==> src/rtl/cpu_run_ctrl_if.sv <==
// Bus between the run controller and its surroundings: run control inputs,
// CPU halt/pc observation, and the controller's status outputs.
interface cpu_run_ctrl_if #(
   parameter int unsigned PC_W = 16
);
   logic            start;
   logic            hlt;
   logic [PC_W-1:0] pc;
   logic            cpu_rst_n;
   logic            running;
   logic            done;
   logic            timeout;
   logic [15:0]     cycle_cnt;
   logic [PC_W-1:0] halt_pc;

   modport master (
      output start, hlt, pc,
      input  cpu_rst_n, running, done, timeout, cycle_cnt, halt_pc
   );

   modport slave (
      input  start, hlt, pc,
      output cpu_rst_n, running, done, timeout, cycle_cnt, halt_pc
   );
endinterface

==> src/rtl/cpu_run_ctrl.sv <==
// Run controller for the cpu core: sequences its reset, counts RUN cycles, latches pc on halt.
// Optional watchdog (TMO state) is compiled in with `define CPU_RUN_WDOG_EN.
module cpu_run_ctrl #(
   parameter int unsigned RST_CYCLES = 2,
   parameter int unsigned TIMEOUT    = 1000,
   parameter int unsigned PC_W       = 16
) (
   input  logic          clk,
   input  logic          rst,
   cpu_run_ctrl_if.slave bus
);

   if (RST_CYCLES < 1 || RST_CYCLES > 255) begin : g_bad_rst_cycles
      $error("RST_CYCLES out of range 1..255");
   end
   if (TIMEOUT < 1 || TIMEOUT > 65535) begin : g_bad_timeout
      $error("TIMEOUT out of range 1..65535");
   end

   typedef enum logic [2:0] {
      StIdle,
      StReset,
      StRun,
      StHalt
`ifdef CPU_RUN_WDOG_EN
      , StTmo
`endif
   } state_e;

   localparam logic [7:0] RstLoad = 8'(RST_CYCLES - 1);

   state_e          state_q, state_d;
   logic [7:0]      rst_cnt_q, rst_cnt_d;
   logic [15:0]     cycle_cnt_q, cycle_cnt_d;
   logic [PC_W-1:0] halt_pc_q, halt_pc_d;
   logic [15:0]     cycle_inc;

   // Saturating increment; with the watchdog present it never reaches the ceiling.
   assign cycle_inc = (cycle_cnt_q == 16'hFFFF) ? cycle_cnt_q : cycle_cnt_q + 16'd1;

   always_comb begin
      state_d     = state_q;
      rst_cnt_d   = rst_cnt_q;
      cycle_cnt_d = cycle_cnt_q;
      halt_pc_d   = halt_pc_q;
      unique case (state_q)
         StIdle: begin
            if (bus.start) begin
               state_d   = StReset;
               rst_cnt_d = RstLoad;
            end
         end
         StReset: begin
            if (bus.start) begin
               rst_cnt_d = RstLoad;
            end else if (rst_cnt_q == 8'd0) begin
               state_d     = StRun;
               cycle_cnt_d = 16'd0;
            end else begin
               rst_cnt_d = rst_cnt_q - 8'd1;
            end
         end
         StRun: begin
            cycle_cnt_d = cycle_inc;
            if (bus.hlt) begin
               state_d   = StHalt;
               halt_pc_d = bus.pc;
            end
`ifdef CPU_RUN_WDOG_EN
            else if ({1'b0, cycle_cnt_q} + 17'd1 == 17'(TIMEOUT)) begin
               state_d = StTmo;
            end
`endif
         end
`ifdef CPU_RUN_WDOG_EN
         StTmo,
`endif
         StHalt: begin
            if (bus.start) begin
               state_d   = StReset;
               rst_cnt_d = RstLoad;
            end
         end
         default: state_d = StIdle;
      endcase
   end

   always_ff @(posedge clk or posedge rst) begin
      if (rst) begin
         state_q     <= StIdle;
         rst_cnt_q   <= 8'd0;
         cycle_cnt_q <= 16'd0;
         halt_pc_q   <= '0;
      end else begin
         state_q     <= state_d;
         rst_cnt_q   <= rst_cnt_d;
         cycle_cnt_q <= cycle_cnt_d;
         halt_pc_q   <= halt_pc_d;
      end
   end

   // Status is decoded from the state flop only, so no input reaches an output combinationally.
   assign bus.cpu_rst_n = (state_q == StRun) || (state_q == StHalt);
   assign bus.running   = (state_q == StRun);
`ifdef CPU_RUN_WDOG_EN
   assign bus.done      = (state_q == StHalt) || (state_q == StTmo);
   assign bus.timeout   = (state_q == StTmo);
`else
   assign bus.done      = (state_q == StHalt);
   assign bus.timeout   = 1'b0;
`endif
   assign bus.cycle_cnt = cycle_cnt_q;
   assign bus.halt_pc   = halt_pc_q;

endmodule

==> src/flat_wrapper.sv <==
// flat-port wrapper written by rule: the top's interface ports become plain ports
module cpu_run_ctrl_flat 
#(
   parameter int unsigned RST_CYCLES = 2,
   parameter int unsigned TIMEOUT    = 1000,
   parameter int unsigned PC_W       = 16
)
  (clk, rst, bus_start, bus_hlt, bus_pc, bus_cpu_rst_n, bus_running, bus_done, bus_timeout, bus_cycle_cnt, bus_halt_pc);
  cpu_run_ctrl_if #(.PC_W(PC_W)) bus_i ();
  input  logic clk;
  input  logic rst;
  input wire logic [$bits(bus_i.start)-1:0] bus_start;
  input wire logic [$bits(bus_i.hlt)-1:0] bus_hlt;
  input wire logic [$bits(bus_i.pc)-1:0] bus_pc;
  output wire logic [$bits(bus_i.cpu_rst_n)-1:0] bus_cpu_rst_n;
  output wire logic [$bits(bus_i.running)-1:0] bus_running;
  output wire logic [$bits(bus_i.done)-1:0] bus_done;
  output wire logic [$bits(bus_i.timeout)-1:0] bus_timeout;
  output wire logic [$bits(bus_i.cycle_cnt)-1:0] bus_cycle_cnt;
  output wire logic [$bits(bus_i.halt_pc)-1:0] bus_halt_pc;
  assign bus_i.start = bus_start;
  assign bus_i.hlt = bus_hlt;
  assign bus_i.pc = bus_pc;
  assign bus_cpu_rst_n = bus_i.cpu_rst_n;
  assign bus_running = bus_i.running;
  assign bus_done = bus_i.done;
  assign bus_timeout = bus_i.timeout;
  assign bus_cycle_cnt = bus_i.cycle_cnt;
  assign bus_halt_pc = bus_i.halt_pc;
  cpu_run_ctrl #(.RST_CYCLES(RST_CYCLES), .TIMEOUT(TIMEOUT), .PC_W(PC_W)) u_core (.clk(clk), .rst(rst), .bus(bus_i));
endmodule
==> config.mk <==
export PLATFORM = sky130hd
export DESIGN_NAME = cpu_run_ctrl_flat
export DESIGN_NICKNAME = d
export VERILOG_FILES = /design/src/rtl/cpu_run_ctrl_if.sv /design/src/rtl/cpu_run_ctrl.sv /design/src/flat_wrapper.sv
export SDC_FILE = /design/constraint.sdc
export NUM_CORES = 1
export LEC_CHECK = 0
export CAP_MARGIN = 20
export CORE_MARGIN = 2
export CORE_UTILIZATION = 44
export DETAILED_ROUTE_END_ITERATION = 6
export MAX_ROUTING_LAYER = met4
export PLACE_DENSITY = 0.76
export SLEW_MARGIN = 20
export SYNTH_ARGS = -nofsm -noshare
export SYNTH_HDL_FRONTEND = slang
export SYNTH_SLANG_ARGS = --single-unit
==> constraint.sdc <==
create_clock -name clk -period 1.89 [get_ports clk]
set_clock_uncertainty 0.2 [all_clocks]
set_input_delay 0.378 -clock clk [delete_from_list [all_inputs] [get_ports clk]]
set_output_delay 0.378 -clock clk [all_outputs]
set_load 0.02 [all_outputs]
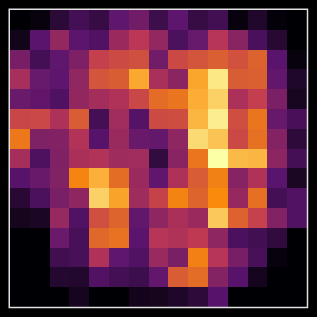
*Wiring heat map, run 1*
Scale: 4 px per µm. 15 x 15 tiles, from black (low) to pale yellow (high), scaled to the fullest tile. Values are wire area over tile area, all layers added.
The mean over all tiles is 0.16. The emptiest ninth of the die: bottom left. The fullest tile reaches 0.46. 28% of the tiles are over half the peak. 11% of the tiles are nearly empty.
WL/cell: 14.7 µm
Tot GR Track Use: 21.8%

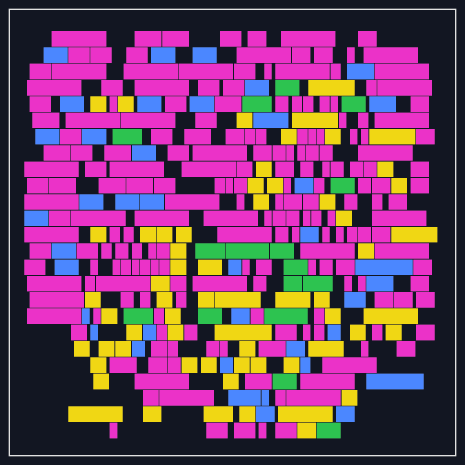
*Drive-strength map, run 1*
Scale: 6 px per µm.
Magenta stands for x1 and smaller, cells 203, share 64%, most used dfrtp_1. Yellow stands for x3 and x4, cells 61, share 19%, most used buf_4. Green stands for x6 and larger, cells 16, share 5.0%, most used buf_6. Blue stands for x2, cells 39, share 12%, most used mux2_2.
Design Area, Final: 3470 µm²
Layout area overhead: 60.4%
bufs w/o clock: 107
worst setup margin: -321 ps

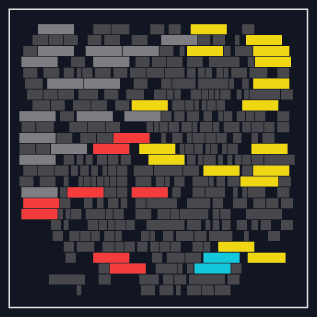
*Register map, names as in the netlist, run 1*
Scale: 4 px per µm. Other sequential cells in the stronger grey, the rest of the logic in the fainter grey.
Red stands for u_core.rst_cnt_q, flops 8. Yellow stands for u_core.bus.cycle_cnt, flops 16. Cyan stands for u_core.state_q, flops 2.
Another 16 sequential cells are not coloured.
flop share of the area: 30.3%
Finished Core Util: 73.5%
sequential power: 1.42 mW
Sequential Area: 1050 µm²

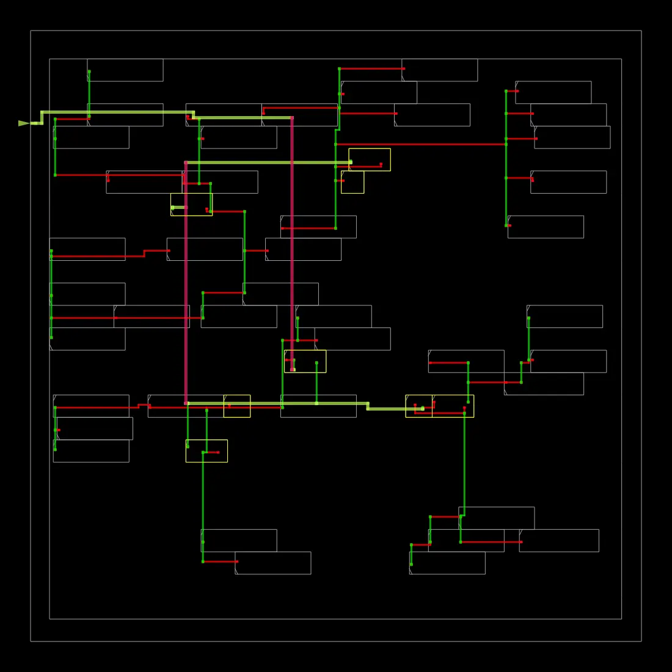
*The clock network, run 1*
# clock sinks: 42
CTS Buf Count: 5
clock group power: 0.610 mW
final-layout clock buffer total: 5
Worst-Skew Late Latency: 300 ps

==> impl_metrics.yaml, run 1 <==
# flow metrics
status:
  outcome: "finished with violations"
  violations: "negative setup slack"
setup_path:
  startpoint_type: "flop"
  max_stage_delay_ps: 490
  path_class: "flop to flop"
  ff2ff_path_depth: 7
  worstPathRequired_ps: 1870
synthesis:
  synth_flops: 42
  synth-edff-count: 0
  yosys_warnings: 0
  yosysChipArea_um2: 2170
  top_area_share_pct: 48.5
  syn-mean-instance-area_um2: 10.2
routing:
  dr.pass1.iters: 4
  ant_nets: 0
die:
  rows: 25
  die_h_um: 74.2
  io_pins: 56
  fp-utilization_pct: 45.9
cells_and_area:
  comb_area_um2: 1210
  drive_gt1_share_pct: 36.4
  sh_comb_area_pct: 34.7
  buf_share_pct: 28.5
power:
  leakagePower_nw: 1.64
worst_hold_path:
  hp-class: "input pin to asynchronous set/reset pin"
final_timing:
  hold_violations: 0
  setup_tns_ps: -7070
  setup_viol_count_final: 27
  fin_ws_ps: -321
clocking:
  postCtsHoldBufs: 0
flow_run:
  drv_cap: 0
==> run 1: where the power goes <==
part | total (mW) | internal (mW) | switching, mW | leakage (nW)
Sequential | 1.42 | 1.21 | 0.216 | 0.536
Combinational | 3.20 | 1.63 | 1.56 | 1.06
Clock | 0.610 | 0.267 | 0.343 | 0.0447
==> run 1: path summary, 6_finish.rpt <==
check | startpoint | to
max | u_core.rst_cnt_q[1] | u_core.bus.cycle_cnt[3]
min reg2reg | u_core.bus.halt_pc[10] | u_core.bus.halt_pc[10]
max reg2reg | u_core.rst_cnt_q[1] | u_core.bus.cycle_cnt[3]
min in group clk | u_core.bus.halt_pc[10] | u_core.bus.halt_pc[10]
max in group asynchronous | rst | u_core.bus.cycle_cnt[0]
min | rst | u_core.bus.halt_pc[4]
==> run 1: layer usage <==
metal,global-route usage [%],vias up
met1,24.9,1001
met2,36.9,58
met5,-,-
li1,-,991
met4,7.68,0
met3,5.96,11
==> run 1: cell usage in the layout, fill, tap and decap left out, drive strengths merged, types with 2 or more instances in the layout <==
cell type | netlist | final
a21oi | 10 | 10
a31oi | 11 | 11
a41oi | 4 | 4
and3 | 3 | 3
and4 | 3 | 3
buf | 5 | 54
clkbuf | 4 | 6
clkdlybuf4s50 | 0 | 25
dfrtp | 42 | 42
dlygate4sd2 | 0 | 16
dlymetal6s2s | 0 | 10
ha | 7 | 7
inv | 12 | 13
mux2 | 16 | 16
nand2 | 22 | 22
nand2b | 4 | 4
nand3 | 4 | 4
nand4 | 3 | 3
nor2 | 9 | 9
nor3 | 3 | 3
nor4 | 3 | 3
o21ai | 22 | 22
o22ai | 2 | 2
o31ai | 6 | 6
or2 | 4 | 4
or3 | 2 | 2
--- run 2 (diff from run 1) ---
- CAP_MARGIN: 20 -> 10
- PLACE_DENSITY: 0.76 -> unset
- PLACE_DENSITY_LB_ADDON: unset -> 0.2
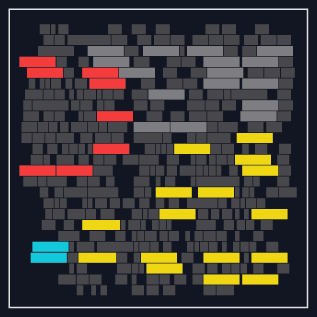
*Register map, names as in the netlist, run 2*
Scale: 4 px per µm. Other sequential cells in the stronger grey, the rest of the logic in the fainter grey.
Red stands for u_core.rst_cnt_q, flops 8. Cyan stands for u_core.state_q, flops 2. Yellow stands for u_core.bus.cycle_cnt, flops 16.
flop share of the area: 30.1%
Finished Core Util: 74.1%
sequential power: 1.41 mW

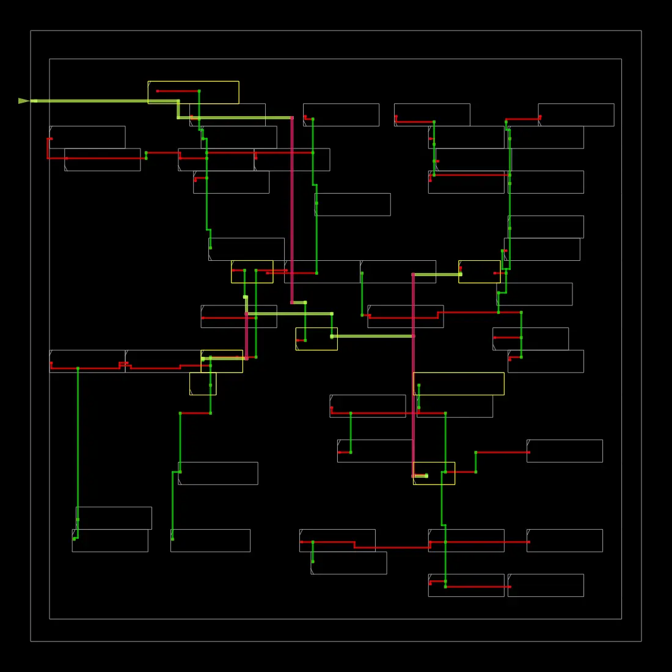
*The clock network, run 2*
num sequential: 42
Worst-Skew Late Latency: 290 ps
clock group power: 0.853 mW

==> run 2 against run 1 <==
Effect of this change:
- the flow still finishes with violations (negative setup slack)
- flip-flop count did not move
- clock-buffer cell count did not move
- first-iteration DRC count fell by 29%
- largest power group unchanged
==> impl_metrics.yaml, run 2 <==
# flow metrics
clocking:
  cts_buffers: 5
  postCtsHoldBufs: 0
global_route:
  grt_use_total_pct: 21.0
  use_met3_pct: 5.15
power:
  leakagePower_nw: 1.64
setup_path:
  startpoint_type: "flop"
  path_class: "flop to flop"
  ff2ff_path_depth: 7
  r2r-start: "u_core.rst_cnt_q[0]"
  r2r_end: "u_core.bus.cycle_cnt[6]"
  max_stage_delay_ps: 500
status:
  violations: "negative setup slack"
  outcome: "finished with violations"
cells_and_area:
  areaGrowthSynthToFinish_pct: 61.5
  final_cell_area_um2: 3500
  layout_top_cell: "buf_4"
synthesis:
  synth-edff-count: 0
  synth_flops: 42
  yosys_warnings: 0
  top_area_share_pct: 48.5
  syn-mean-instance-area_um2: 10.2
die:
  io_pins: 56
final_timing:
  setup_viol_count_final: 27
  fin_ws_ps: -267
worst_hold_path:
  hp-class: "input pin to asynchronous set/reset pin"
## run 2: cell counts after synthesis
Identical to the previous run, type by type.
## run 2: routing by layer
metal / vias to the layer above / part of all wire, %
met2: 53 / 52
met3: 13 / 4.0
met4: 0 / 1.7
met5: - / 0
li1: 996 / -
met1: 981 / 42
## run 2: area by class of cell
cell class              count  share of cell area [%]
clock buffers               5                    1.97
flip-flops and latches     42                    30.1
well taps                  67                    2.40
inverters                  12                    1.29
clock inverters             3                    1.97
repair buffers            114                    29.1
multi-input cells         150                    33.2
## run 2: worst max-delay path by stage
stage,startpoint,to,cells past startpoint
6_report,u_core.rst_cnt_q[0],u_core.bus.cycle_cnt[6],7
4_1_cts,u_core.rst_cnt_q[0],u_core.bus.cycle_cnt[1],8
3_5_place_dp,bus_start,u_core.bus.cycle_cnt[6],7
3_3_place_gp,bus_start,u_core.bus.cycle_cnt[12],6
2_1_floorplan,u_core.rst_cnt_q[0],u_core.bus.cycle_cnt[4],7
5_1_grt,u_core.rst_cnt_q[0],u_core.bus.cycle_cnt[1],8
## run 2: kinds of logic after synthesis
| group | after synthesis | share of synthesized area, % |
|---|---|---|
| AOI/OAI and AO/OA | 61 | 18.3 |
| adders and majority gates | 7 | 4.04 |
| muxes | 17 | 8.78 |
| other | 1 | 0.173 |
| buffers and inverters | 21 | 4.56 |
| DFF | 42 | 48.5 |
| and+or+nand+nor | 64 | 15.7 |
## run 2: report_power, final
group	switching (mW)	internal, mW
sequential	0.201	1.21
combinational	1.53	1.62
clock	0.323	0.529
## run 2: what timing repair did
action	in CTS	in global routing
gates resized	51	14
gates cloned	0	1
setup endpoints to repair	44	47
setup buffers	12	1
pin swaps	14	7
No activity file was given, so power comes from the tool's default toggle rates.
